## src/rtl/bf_uart_rx_pkg.sv

```systemverilog
// bf_uart_rx_pkg: shared FSM state encoding and baud divider derivation for the UART receiver
package bf_uart_rx_pkg;
    typedef enum logic [2:0] {
        IDLE,
        START,
        DATA,
        STOP,
        BREAK
    } state_e;
    function automatic int baud_div(input int clk_freq, input int baud_rate);
        return clk_freq / baud_rate;
    endfunction
endpackage

```

## src/rtl/bf_uart_rx_sync2.sv

```systemverilog
// bf_uart_rx_sync2: two-flop synchronizer with a parameterised reset value
//   clk_i  in  clock
//   rst_i  in  synchronous active-high reset, loads RST_VAL into both flops
//   d_i    in  asynchronous input
//   q_o    out synchronized output, two cycles behind d_i
module bf_uart_rx_sync2 #(
    parameter logic RST_VAL = 1'b1
) (
    input  logic clk_i,
    input  logic rst_i,
    input  logic d_i,
    output logic q_o
);
    logic meta_q;
    always_ff @(posedge clk_i) begin
        if (rst_i) {q_o, meta_q} <= {RST_VAL, RST_VAL};
        else       {q_o, meta_q} <= {meta_q, d_i};
    end
endmodule

```

## src/rtl/bf_uart_rx.sv

```systemverilog
// bf_uart_rx: 8N1 UART receiver with one-byte holding register, valid/ready handshake and sticky error flags
//   clk_i        in   system clock
//   rst_i        in   synchronous active-high reset
//   uart_rx_i    in   asynchronous serial line, idle high
//   rx_data_o    out  received byte, stable while rx_valid_o is high
//   rx_valid_o   out  holding register full
//   rx_ready_i   in   consumer accepts the byte when rx_valid_o is high
//   err_clr_i    in   clears both sticky flags
//   frame_err_o  out  sticky: stop bit sampled low
//   overrun_o    out  sticky: byte completed while holding register full
//   rx_busy_o    out  receiver is not idle
module bf_uart_rx
    import bf_uart_rx_pkg::*;
#(
    parameter int CLK_FREQ  = 50000000,
    parameter int BAUD_RATE = 38400
) (
    input  logic       clk_i,
    input  logic       rst_i,
    input  logic       uart_rx_i,
    output logic [7:0] rx_data_o,
    output logic       rx_valid_o,
    input  logic       rx_ready_i,
    input  logic       err_clr_i,
    output logic       frame_err_o,
    output logic       overrun_o,
    output logic       rx_busy_o
);
    localparam int DIV  = baud_div(CLK_FREQ, BAUD_RATE);
    localparam int HALF = DIV / 2;
    localparam int CW   = $clog2(DIV);
    localparam logic [CW-1:0] CNT_HALF = CW'(HALF - 1);
    localparam logic [CW-1:0] CNT_END  = CW'(DIV - 1);

    logic          rx_s;
    state_e        state_q, state_d;
    logic [CW-1:0] cnt_q, cnt_d;
    logic [2:0]    idx_q, idx_d;
    logic [7:0]    shreg_q, shreg_d;
    logic [7:0]    data_q, data_d;
    logic          commit_q, commit_d;
    logic          valid_q, valid_d;
    logic          ferr_q, ferr_d;
    logic          ovr_q, ovr_d;

    bf_uart_rx_sync2 #(.RST_VAL(1'b1)) u_sync (
        .clk_i (clk_i),
        .rst_i (rst_i),
        .d_i   (uart_rx_i),
        .q_o   (rx_s)
    );

    always_ff @(posedge clk_i) begin
        if (rst_i) begin
            state_q  <= IDLE;
            cnt_q    <= '0;
            idx_q    <= '0;
            shreg_q  <= '0;
            data_q   <= '0;
            commit_q <= 1'b0;
            valid_q  <= 1'b0;
            ferr_q   <= 1'b0;
            ovr_q    <= 1'b0;
        end else begin
            state_q  <= state_d;
            cnt_q    <= cnt_d;
            idx_q    <= idx_d;
            shreg_q  <= shreg_d;
            data_q   <= data_d;
            commit_q <= commit_d;
            valid_q  <= valid_d;
            ferr_q   <= ferr_d;
            ovr_q    <= ovr_d;
        end
    end

    always_comb begin
        state_d  = state_q;
        cnt_d    = cnt_q + 1'b1;
        idx_d    = idx_q;
        shreg_d  = shreg_q;
        commit_d = 1'b0;
        data_d   = data_q;
        valid_d  = valid_q & ~rx_ready_i;
        ferr_d   = ferr_q & ~err_clr_i;
        ovr_d    = ovr_q & ~err_clr_i;
        // A transfer in the commit cycle frees the register for the new byte
        if (commit_q) begin
            if (!valid_q || rx_ready_i) begin
                data_d  = shreg_q;
                valid_d = 1'b1;
            end else begin
                ovr_d = 1'b1;
            end
        end
        case (state_q)
            IDLE: begin
                cnt_d = '0;
                if (!rx_s) state_d = START;
            end
            START: begin
                if (cnt_q == CNT_HALF) begin
                    cnt_d   = '0;
                    idx_d   = '0;
                    state_d = rx_s ? IDLE : DATA;
                end
            end
            DATA: begin
                if (cnt_q == CNT_END) begin
                    cnt_d   = '0;
                    shreg_d = {rx_s, shreg_q[7:1]};
                    idx_d   = idx_q + 3'd1;
                    if (idx_q == 3'd7) state_d = STOP;
                end
            end
            STOP: begin
                if (cnt_q == CNT_END) begin
                    cnt_d    = '0;
                    commit_d = rx_s;
                    state_d  = rx_s ? IDLE : BREAK;
                    if (!rx_s) ferr_d = 1'b1;
                end
            end
            BREAK: begin
                if (rx_s) state_d = IDLE;
            end
            default: state_d = IDLE;
        endcase
    end

    assign rx_data_o   = data_q;
    assign rx_valid_o  = valid_q;
    assign frame_err_o = ferr_q;
    assign overrun_o   = ovr_q;
    assign rx_busy_o   = state_q != IDLE;
endmodule

```

## config.mk

```make
export PLATFORM = sky130hd
export DESIGN_NAME = bf_uart_rx
export DESIGN_NICKNAME = d
export VERILOG_FILES = /design/src/rtl/bf_uart_rx_pkg.sv /design/src/rtl/bf_uart_rx_sync2.sv /design/src/rtl/bf_uart_rx.sv
export SDC_FILE = /design/constraint.sdc
export NUM_CORES = 1
export LEC_CHECK = 0
export ABC_AREA = 1
export CORE_MARGIN = 2
export CORE_UTILIZATION = 40
export DETAILED_ROUTE_END_ITERATION = 7
export GPL_TIMING_DRIVEN = 0
export PLACE_DENSITY = 0.7
export SLEW_MARGIN = 10
export SYNTH_ARGS = -nofsm -noshare
export SYNTH_HDL_FRONTEND = slang
export SYNTH_SLANG_ARGS = --single-unit
```

## constraint.sdc

```tcl
create_clock -name clk_i -period 2 [get_ports clk_i]
set_input_delay 0.3 -clock clk_i [delete_from_list [all_inputs] [get_ports clk_i]]
set_output_delay 0.3 -clock clk_i [all_outputs]
set_load 0.05 [all_outputs]
```

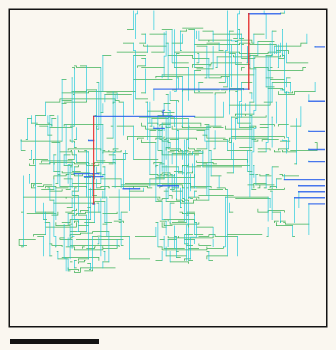
(wiring by layer)
The bar under the picture is 20 um long.
legend:
  M3:
    color: blue
    wire_length: 121 um
  M4:
    color: red
    wire_length: 36.7 um
  M2:
    color: cyan
    wire_length: 1560 um
  M1:
    color: green
    wire_length: 1510 um
GR Util All Layers: 13.95%
routed wire length: 3232 um

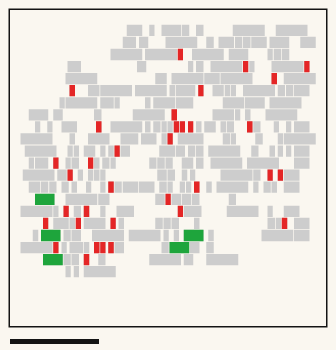
(selected gate families)
The bar under the picture is 20 um long.
legend:
  inv cells:
    color: red
    cells: 34
    most_used: inv_1
  fa/ha/maj cells:
    color: green
    cells: 5
    most_used: ha_1
multi-input gate share of total cell area: 41.20%
most used logic cell in the final layout: sky130_fd_sc_hd__dfxtp_1

==> flow_summary.json <==
{
  "holdWs_ns": 0.4161,
  "synth_flop_count": 39,
  "first_global_vias": 1352,
  "top_layer_used": "met4",
  "worst_slew_pin_slew_ns": 0.5041,
  "crit_slowest_cell": "sky130_fd_sc_hd__clkdlybuf4s50_1",
  "cts.clk_slew.worst_paths_ns": 0.08,
  "grt_overflow": 0,
  "dpl.cell_count": 297,
  "netlist.top_cell.by_area": "sky130_fd_sc_hd__dfxtp_1",
  "placed_area_um2": 2023,
  "layout_min_cycle_time_ns": 1.742,
  "number_of_sinks_handled_by_clock_tree_synthesis": 39,
  "hp-class": "in -> reg",
  "drive_gt1_share_pct": 15.81,
  "setup.worst_path.end": "rx_valid_o",
  "cp_cell_sequence": "clkdlybuf4s50_1",
  "power_leader": "registers",
  "cts_root_buffer": "sky130_fd_sc_hd__clkbuf_8",
  "crit_path_end_kind": "primary output",
  "tns_ns": 0,
  "powerClk_uw": 521,
  "final_cell_mix": "39 x sky130_fd_sc_hd__dfxtp_1, 32 x sky130_fd_sc_hd__nor2_1, 31 x sky130_fd_sc_hd__nand2_1",
  "worst_path_largest_cell_delay_ns": 0.81,
  "synth_nets": 240,
  "met1_routing_resource_usage_after_global_routing_pct": 17.17,
  "met3RoutedLength_um": 120,
  "postLayoutCoreUtil_pct": 48.48,
  "drv_cap": 0,
  "critical_path_peak_fanout": 3,
  "whs_path_depth": 2,
  "synth-edff-count": 0,
  "met2_usage_pct": 23.97,
  "top_cell": "sky130_fd_sc_hd__dfxtp_1",
  "internal-power_mw": 1.177,
  "hold_path_startpoint": "rst_i",
  "relSlewSlack_pct": 66.29,
  "worst_setup_path_start_kind": "register",
  "outcome": "completed",
  "areaGrowthSynthToFinish_pct": 16.75
}
## kinds of logic (layout without fill, tap and decap cells)
family                   after synthesis  after routing  share of synthesized area (%)
adder cells (fa/ha/maj)                5              5                          3.460
flip-flops                            39             39                          43.18
AND/OR/NAND/NOR                      109            109                          30.80
XOR/XNOR                               4              4                          1.938
buffers and inverters                 39             62                          8.720
AND-OR/OR-AND                         34             34                          11.90
## final cells by class
| cell class | instances | area [um2] |
|---|---|---|
| Inverter | 34 | 127.6 |
| Clock inverter | 3 | 20.02 |
| Clock buffer | 5 | 68.82 |
| Fill cell | 445 | 2243 |
| Timing Repair Buffer | 15 | 148.9 |
| Tap cell | 52 | 65.06 |
| Multi-Input combinational cell | 152 | 869.6 |
| Buffer | 5 | 30.03 |
| Sequential cell | 39 | 780.7 |
